File: src/rtl/uart_mem_bridge.sv
// uart_mem_bridge: executes decoded UART commands against instruction/data memory.
// Writes issue a single-cycle strobe; reads fetch one word and stream it back
// MSB byte first over a tx_start/tx_done byte handshake.
//
//   state       | meaning
//   ------------+-----------------------------------------------------------
//   S_IDLE      | ready for a command; cmd_valid latches addr/wdata/mem_type
//   S_WRITE     | one cycle, imem_we or dmem_we asserted
//   S_READ_REQ  | one cycle, imem_re or dmem_re asserted; latency timer loaded
//   S_READ_WAIT | timer counting down; at terminal count capture read data
//   S_TX_SEND   | one cycle, tx_start asserted with current byte on tx_data
//   S_TX_WAIT   | waiting for tx_done; advance byte or return to idle
//
// Every output is a register. The always_comb block computes the value each
// output should take in the next state, so strobes line up with the state they
// belong to (e.g. the write strobe is high while the FSM sits in S_WRITE).
module uart_mem_bridge #(
  parameter int ADDR_WIDTH     = 9,
  parameter int DATA_WIDTH     = 32,
  parameter int BYTE_COUNT     = 4,
  parameter int MEM_RD_LATENCY = 1
) (
  input  logic                  i_clk,
  input  logic                  i_reset,
  input  logic                  i_cmd_valid,
  input  logic                  i_cmd_rw,
  input  logic                  i_cmd_mem_type,
  input  logic [ADDR_WIDTH-1:0] i_cmd_addr,
  input  logic [DATA_WIDTH-1:0] i_cmd_wdata,
  output logic                  o_cmd_ready,
  output logic                  o_cmd_dropped,
  output logic [ADDR_WIDTH-1:0] o_mem_addr,
  output logic [DATA_WIDTH-1:0] o_mem_wdata,
  output logic                  o_imem_we,
  output logic                  o_dmem_we,
  output logic                  o_imem_re,
  output logic                  o_dmem_re,
  input  logic [DATA_WIDTH-1:0] i_imem_rdata,
  input  logic [DATA_WIDTH-1:0] i_dmem_rdata,
  output logic [7:0]            o_tx_data,
  output logic                  o_tx_start,
  input  logic                  i_tx_done,
  output logic                  o_busy
);

  localparam int                CNT_W    = (BYTE_COUNT > 1) ? $clog2(BYTE_COUNT) : 1;
  localparam logic [CNT_W-1:0]  CNT_LAST = CNT_W'(BYTE_COUNT - 1);
  // Timer is loaded with latency-1 so its terminal count lands exactly
  // MEM_RD_LATENCY cycles after the read-strobe cycle.
  localparam logic [2:0]        LAT_LOAD = 3'(MEM_RD_LATENCY - 1);

  typedef enum logic [2:0] {
    S_IDLE,
    S_WRITE,
    S_READ_REQ,
    S_READ_WAIT,
    S_TX_SEND,
    S_TX_WAIT
  } state_t;

  state_t                r_state, w_state_nxt;
  logic                  r_mem_type, w_mem_type_nxt;
  logic [CNT_W-1:0]      r_byte_cnt, w_byte_cnt_nxt;
  logic [2:0]            r_lat_cnt, w_lat_cnt_nxt;
  logic [DATA_WIDTH-1:0] r_word, w_word_nxt;
  logic [DATA_WIDTH-1:0] w_rdata_sel;

  logic                  r_cmd_ready, w_cmd_ready_nxt;
  logic                  r_cmd_dropped, w_cmd_dropped_nxt;
  logic [ADDR_WIDTH-1:0] r_mem_addr, w_mem_addr_nxt;
  logic [DATA_WIDTH-1:0] r_mem_wdata, w_mem_wdata_nxt;
  logic                  r_imem_we, w_imem_we_nxt;
  logic                  r_dmem_we, w_dmem_we_nxt;
  logic                  r_imem_re, w_imem_re_nxt;
  logic                  r_dmem_re, w_dmem_re_nxt;
  logic [7:0]            r_tx_data, w_tx_data_nxt;
  logic                  r_tx_start, w_tx_start_nxt;
  logic                  r_busy, w_busy_nxt;

  // Byte idx of a word, counted from the most significant byte.
  function automatic logic [7:0] byte_of(input logic [DATA_WIDTH-1:0] word,
                                         input logic [CNT_W-1:0]      idx);
    logic [7:0] res;
    res = '0;
    for (int b = 0; b < BYTE_COUNT; b++) begin
      if (idx == CNT_W'(b)) res = word[(BYTE_COUNT-1-b)*8 +: 8];
    end
    return res;
  endfunction

  // Next-state and next-output decode.
  always_comb begin
    w_state_nxt       = r_state;
    w_mem_type_nxt    = r_mem_type;
    w_byte_cnt_nxt    = r_byte_cnt;
    w_lat_cnt_nxt     = r_lat_cnt;
    w_word_nxt        = r_word;
    w_mem_addr_nxt    = r_mem_addr;
    w_mem_wdata_nxt   = r_mem_wdata;
    w_tx_data_nxt     = r_tx_data;
    w_imem_we_nxt     = 1'b0;
    w_dmem_we_nxt     = 1'b0;
    w_imem_re_nxt     = 1'b0;
    w_dmem_re_nxt     = 1'b0;
    w_tx_start_nxt    = 1'b0;
    w_cmd_dropped_nxt = i_cmd_valid && (r_state != S_IDLE);
    w_rdata_sel       = r_mem_type ? i_dmem_rdata : i_imem_rdata;

    case (r_state)
      S_IDLE: begin
        if (i_cmd_valid) begin
          w_mem_type_nxt  = i_cmd_mem_type;
          w_mem_addr_nxt  = i_cmd_addr;
          w_mem_wdata_nxt = i_cmd_wdata;
          if (i_cmd_rw) begin
            w_state_nxt   = S_WRITE;
            w_imem_we_nxt = !i_cmd_mem_type;
            w_dmem_we_nxt = i_cmd_mem_type;
          end else begin
            w_state_nxt   = S_READ_REQ;
            w_imem_re_nxt = !i_cmd_mem_type;
            w_dmem_re_nxt = i_cmd_mem_type;
          end
        end
      end
      S_WRITE: begin
        w_state_nxt = S_IDLE;
      end
      S_READ_REQ: begin
        w_lat_cnt_nxt = LAT_LOAD;
        w_state_nxt   = S_READ_WAIT;
      end
      S_READ_WAIT: begin
        if (r_lat_cnt == 3'd0) begin
          w_word_nxt     = w_rdata_sel;
          w_byte_cnt_nxt = '0;
          w_tx_data_nxt  = byte_of(w_rdata_sel, '0);
          w_tx_start_nxt = 1'b1;
          w_state_nxt    = S_TX_SEND;
        end else begin
          w_lat_cnt_nxt = r_lat_cnt - 3'd1;
        end
      end
      S_TX_SEND: begin
        w_state_nxt = S_TX_WAIT;
      end
      S_TX_WAIT: begin
        if (i_tx_done) begin
          if (r_byte_cnt == CNT_LAST) begin
            w_state_nxt = S_IDLE;
          end else begin
            w_byte_cnt_nxt = r_byte_cnt + 1'b1;
            w_tx_data_nxt  = byte_of(r_word, r_byte_cnt + 1'b1);
            w_tx_start_nxt = 1'b1;
            w_state_nxt    = S_TX_SEND;
          end
        end
      end
      default: begin
        w_state_nxt = S_IDLE;
      end
    endcase

    w_cmd_ready_nxt = (w_state_nxt == S_IDLE);
    w_busy_nxt      = (w_state_nxt != S_IDLE);
  end

  // State, datapath and output registers.
  always_ff @(posedge i_clk or posedge i_reset) begin
    if (i_reset) begin
      r_state       <= S_IDLE;
      r_mem_type    <= 1'b0;
      r_byte_cnt    <= '0;
      r_lat_cnt     <= 3'd0;
      r_word        <= '0;
      r_cmd_ready   <= 1'b1;
      r_cmd_dropped <= 1'b0;
      r_mem_addr    <= '0;
      r_mem_wdata   <= '0;
      r_imem_we     <= 1'b0;
      r_dmem_we     <= 1'b0;
      r_imem_re     <= 1'b0;
      r_dmem_re     <= 1'b0;
      r_tx_data     <= 8'h00;
      r_tx_start    <= 1'b0;
      r_busy        <= 1'b0;
    end else begin
      r_state       <= w_state_nxt;
      r_mem_type    <= w_mem_type_nxt;
      r_byte_cnt    <= w_byte_cnt_nxt;
      r_lat_cnt     <= w_lat_cnt_nxt;
      r_word        <= w_word_nxt;
      r_cmd_ready   <= w_cmd_ready_nxt;
      r_cmd_dropped <= w_cmd_dropped_nxt;
      r_mem_addr    <= w_mem_addr_nxt;
      r_mem_wdata   <= w_mem_wdata_nxt;
      r_imem_we     <= w_imem_we_nxt;
      r_dmem_we     <= w_dmem_we_nxt;
      r_imem_re     <= w_imem_re_nxt;
      r_dmem_re     <= w_dmem_re_nxt;
      r_tx_data     <= w_tx_data_nxt;
      r_tx_start    <= w_tx_start_nxt;
      r_busy        <= w_busy_nxt;
    end
  end

  assign o_cmd_ready   = r_cmd_ready;
  assign o_cmd_dropped = r_cmd_dropped;
  assign o_mem_addr    = r_mem_addr;
  assign o_mem_wdata   = r_mem_wdata;
  assign o_imem_we     = r_imem_we;
  assign o_dmem_we     = r_dmem_we;
  assign o_imem_re     = r_imem_re;
  assign o_dmem_re     = r_dmem_re;
  assign o_tx_data     = r_tx_data;
  assign o_tx_start    = r_tx_start;
  assign o_busy        = r_busy;

endmodule

File: config.mk
export PLATFORM = sky130hd
export DESIGN_NAME = uart_mem_bridge
export DESIGN_NICKNAME = d
export VERILOG_FILES = /design/src/rtl/uart_mem_bridge.sv
export SDC_FILE = /design/constraint.sdc
export NUM_CORES = 1
export LEC_CHECK = 0
export CAP_MARGIN = 15
export CORE_UTILIZATION = 46
export CTS_BUF_LIST = sky130_fd_sc_hd__clkbuf_2
export DETAILED_ROUTE_END_ITERATION = 16
export PLACE_DENSITY = 0.83
export SLEW_MARGIN = 15
export SYNTH_ARGS = -nofsm -noshare
export SYNTH_HDL_FRONTEND = slang
export SYNTH_SLANG_ARGS = --single-unit
File: constraint.sdc
create_clock -name i_clk -period 4.6 [get_ports i_clk]
set_input_delay 0.92 -clock i_clk [delete_from_list [all_inputs] [get_ports i_clk]]
set_output_delay 0.92 -clock i_clk [all_outputs]
set_load 0.01 [all_outputs]
Figure 1. Routing congestion map.
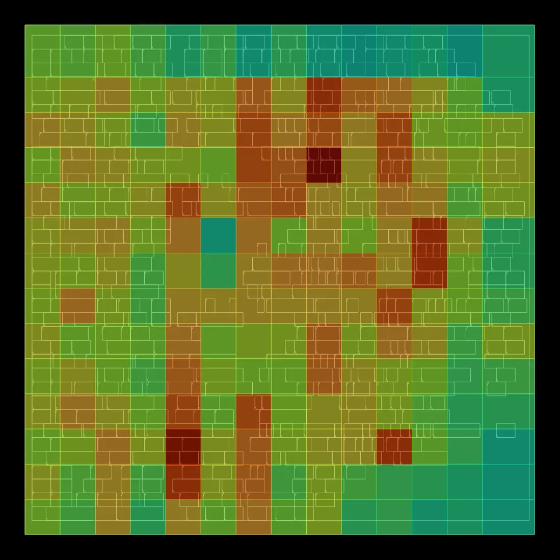
end-of-flow core utilization: 67.1%
met1 layer usage reported by global route: 26.3%
overall track demand over capacity in global routing: 21.9%
met3 capacity usage during global routing: 10.6%
busiest grt layer: met2

Figure 2. Signal wires by layer.
Scale bar: 20 um.
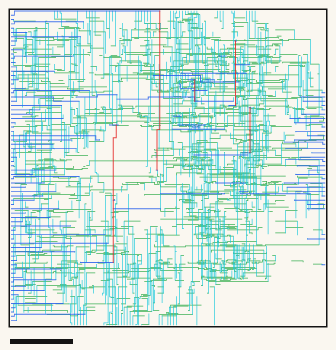
[red] metal 4 | wire length: 137 um
[green] metal 1 | wire length: 4260 um
[blue] metal 3 | wire length: 1140 um
[cyan] metal 2 | wire length: 5120 um

Figure 3. Layout detail.
Scale bar: 5 um. Window x 40 to 60, y 60 to 80 um. Cells in grey, sequential cells in the stronger grey; small squares are vias.
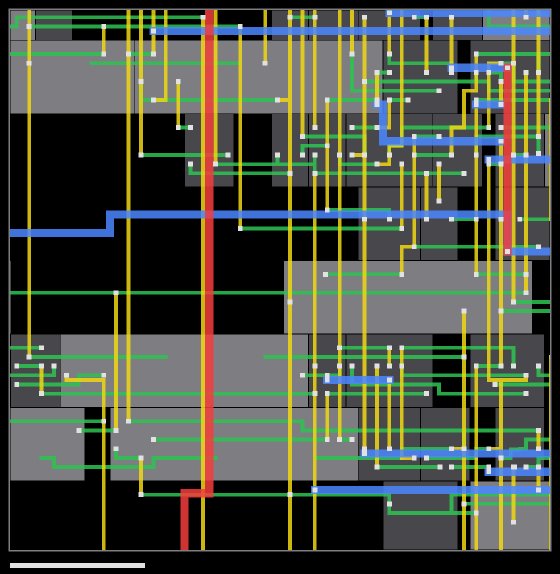
[green] metal 1
[yellow] metal 2
[red] metal 4
[blue] metal 3
netlist names of flops here include: r_word (4), o_tx_data (1)
most frequent: a21oi_1 (6), dfrtp_1 (5), nor2_1 (4)
cells with their middle in the window: 24
sequential cells in the window: 5

Figure 4. Sequential cells grouped by signal name.
Scale bar: 20 um. Other sequential cells in the stronger grey, the rest of the logic in the fainter grey.
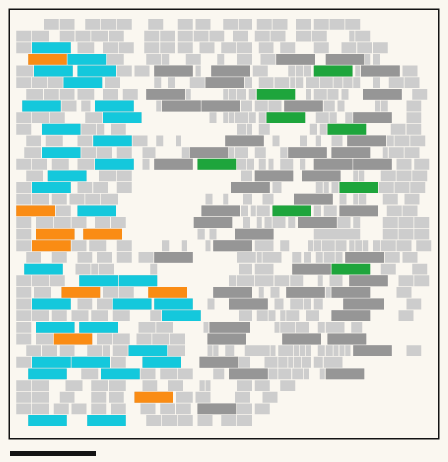
[green] o_tx_data | flops: 8
[orange] o_mem_addr | flops: 9
[cyan] o_mem_wdata | flops: 32 | where: a column on the left
not coloured: 49

Figure 5. Logic cells by family.
Scale bar: 20 um.
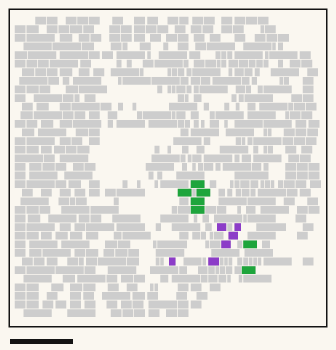
[purple] and/or cells | cells: 6
[green] fa/ha/maj cells | cells: 7 | where: centre
share of cell area taken by multi-input logic gates: 28.4%
most common logic cell in the routed design: clkdlybuf4s50_1
Cell Count, Final, Fillers Out: 657

==> commit_impl_results.txt <==
Add synthesis and place-and-route results

- Status: complete, no violations
* Post-cts gate resize count: 0
- The number of warnings reported in the stage logs is 31.
- Depth of the worst register-to-register path: 6
* Clock Skew: 0.0378 ns
- Cells along the critical path: clkdlybuf4s50_1
- The script logs the ratio of routed vias to standard cells as approximately 5.2.
* Hold Violations, Final: 0
- Arr. time, crit path: roughly 1.6 ns
* Drc violations: 0
- Vias in the first global route: around 3500
- Setup Total Neg Slack: 0 ns
- The final timing report counts setup violations totalling 0.
* Clock latency reported for the late side of the worst-skew pair: 0.57 ns
- The stat command in Yosys gives a chip area of between 4000 and 5000 um2.
* Distinct cell type count of the synthesized netlist: 39
* Count of buffers inserted at the top-level ports: between 150 and 200
- The library cells used most frequently in the layout, excluding fill and tap cells, are 167 x clkdlybuf4s50_1, 96 x dfrtp_1, 48 x a21oi_1.
- The post-route netlist has 12.3% of its cells at a drive strength greater than 1.
- The initial antenna violation count is 0.
* Core region area: 9280 um2
- WHS Path Cells: 2
- Note, the detailed placer reported a final HPWL of around 7.7 mm.
- Highest routed metal layer: met4
- Reg2Reg Capture Point: o_tx_data[3]
- Static leakage: 2.60 nW
- Largest net degree at the start of global routing: approximately 76
* Final critical-path share of the clock period: ~55%
- Root buffer cell: clkbuf_2
- STA classifies the critical path endpoint as a primary output.
- Max fanout on the critical path was recorded as 1.
* Mapped Nets: around 500
- Clock tree from TritonCTS: yes
- Total met2 wirelength after detailed routing: around 5.1 mm
* Number of DRC markers in iteration 0: 137
- The die covers 9990 um2.
- Per the OpenROAD floorplan log, the width of the die is 99.9 um.
- Counting every sink on the clock net gives 98.
- Worst slew slack as a fraction of its limit: about 37%
* Via total after detailed routing: 3415
- Share of synthesized area occupied by flip-flops and latches: 55.6%
- Per the timing report, the most critical flop-to-flop path originates at r_byte_cnt[0].
- Yosys top cell by area: dfrtp_1
* Count of antenna-violating nets left after detailed routing: 0
- Dividing the detail-routed wire length by the instance count gives 16.2 um.
- Cell row count: 35
- Mean area per synthesized cell: between 10 and 15 um2
* Cts-stage hold buffer count: 0
- The area taken by multi-input combinational cells is reported as around 1800 um2.
* Share of flip-flops with an asynchronous set or reset: 100%
* Flop and latch count out of synthesis: 98
* Sequential Area: 2450 um2
[sequential cells by signal (all words and copies together), names as in the netlist, 2 cells and up]
| register | cells |
|---|---|
| r_lat_cnt | 3 |
| r_word | 32 |
| o_mem_wdata | 32 |
| r_byte_cnt | 2 |
| o_mem_addr | 9 |
| o_tx_data | 8 |
| r_state | 3 |
[stage by stage]
step                      total power [W]  hold WS [ns]  setup slack (ns)  instances
after detailed placement          0.00323         0.471              1.91        642
final                             0.00362         0.522              2.05        657
after floorplan                   0.00248         0.448              1.12        368
after CTS                         0.00365         0.519              2.00        657
after global routing              0.00385         0.554              1.93        657
after global placement            0.00315         0.460              1.94        642
[layer usage]
metal | up-vias | track usage, %
met1 | 1640 | 26.3
li1 | 1611 | -
met5 | - | 0
met3 | 12 | 10.6
met2 | 152 | 35.0
met4 | 0 | 6.67
[power by group]
group / internal [W] / leakage, nW / switching (W)
Clock: 0.000128 / 0.0650 / 0.000289
Sequential: 0.00124 / 1.14 / 0.000314
Combinational: 0.000977 / 1.39 / 0.000668
[worst max path at each step]
stage                start            end  cells after the start
3_5_place_dp     i_tx_done   o_tx_data[3]                      5
6_report       o_cmd_ready    o_cmd_ready                      1
4_1_cts        o_cmd_ready    o_cmd_ready                      1
2_1_floorplan      i_reset         o_busy                      1
5_1_grt        o_cmd_ready    o_cmd_ready                      1
3_3_place_gp   i_cmd_valid  o_mem_addr[4]                      5
[kinds of logic (layout without fill, tap and decap cells)]
| family | after synthesis | after routing | synth area share, % |
|---|---|---|---|
| flops | 98 | 98 | 55.6 |
| compound gates | 83 | 83 | 11.7 |
| mux | 74 | 74 | 18.0 |
| simple gates | 72 | 72 | 8.37 |
| buf+inv | 34 | 194 | 4.34 |
| fa+ha+maj | 7 | 7 | 1.99 |
[synth_stat cells, types with 2 or more instances]
library cell,number
buf_6,3
nor3_1,2
a21oi_1,48
a31oi_1,2
mux2i_1,32
ha_1,7
dfrtp_1,97
o21ai_0,4
clkbuf_1,4
mux2_1,3
mux2_2,39
buf_4,8
buf_2,9
nand3b_1,2
nor2b_1,9
inv_1,9
nand2b_1,3
o31ai_1,8
nand2_1,8
nor4bb_1,2
a221oi_1,8
a22o_1,9
nor2_1,36
[final cells by class]
class                      instances  share of cell area, %
sequential                        98                   39.4
multi-input combinational        236                   28.4
timing repair buffer             170                   27.2
tap                              129                   2.59
clock inverter                     5                   1.00
clock buffer                      10                  0.804
inverter                           9                  0.583
Power is estimated from default activity; no workload was simulated.
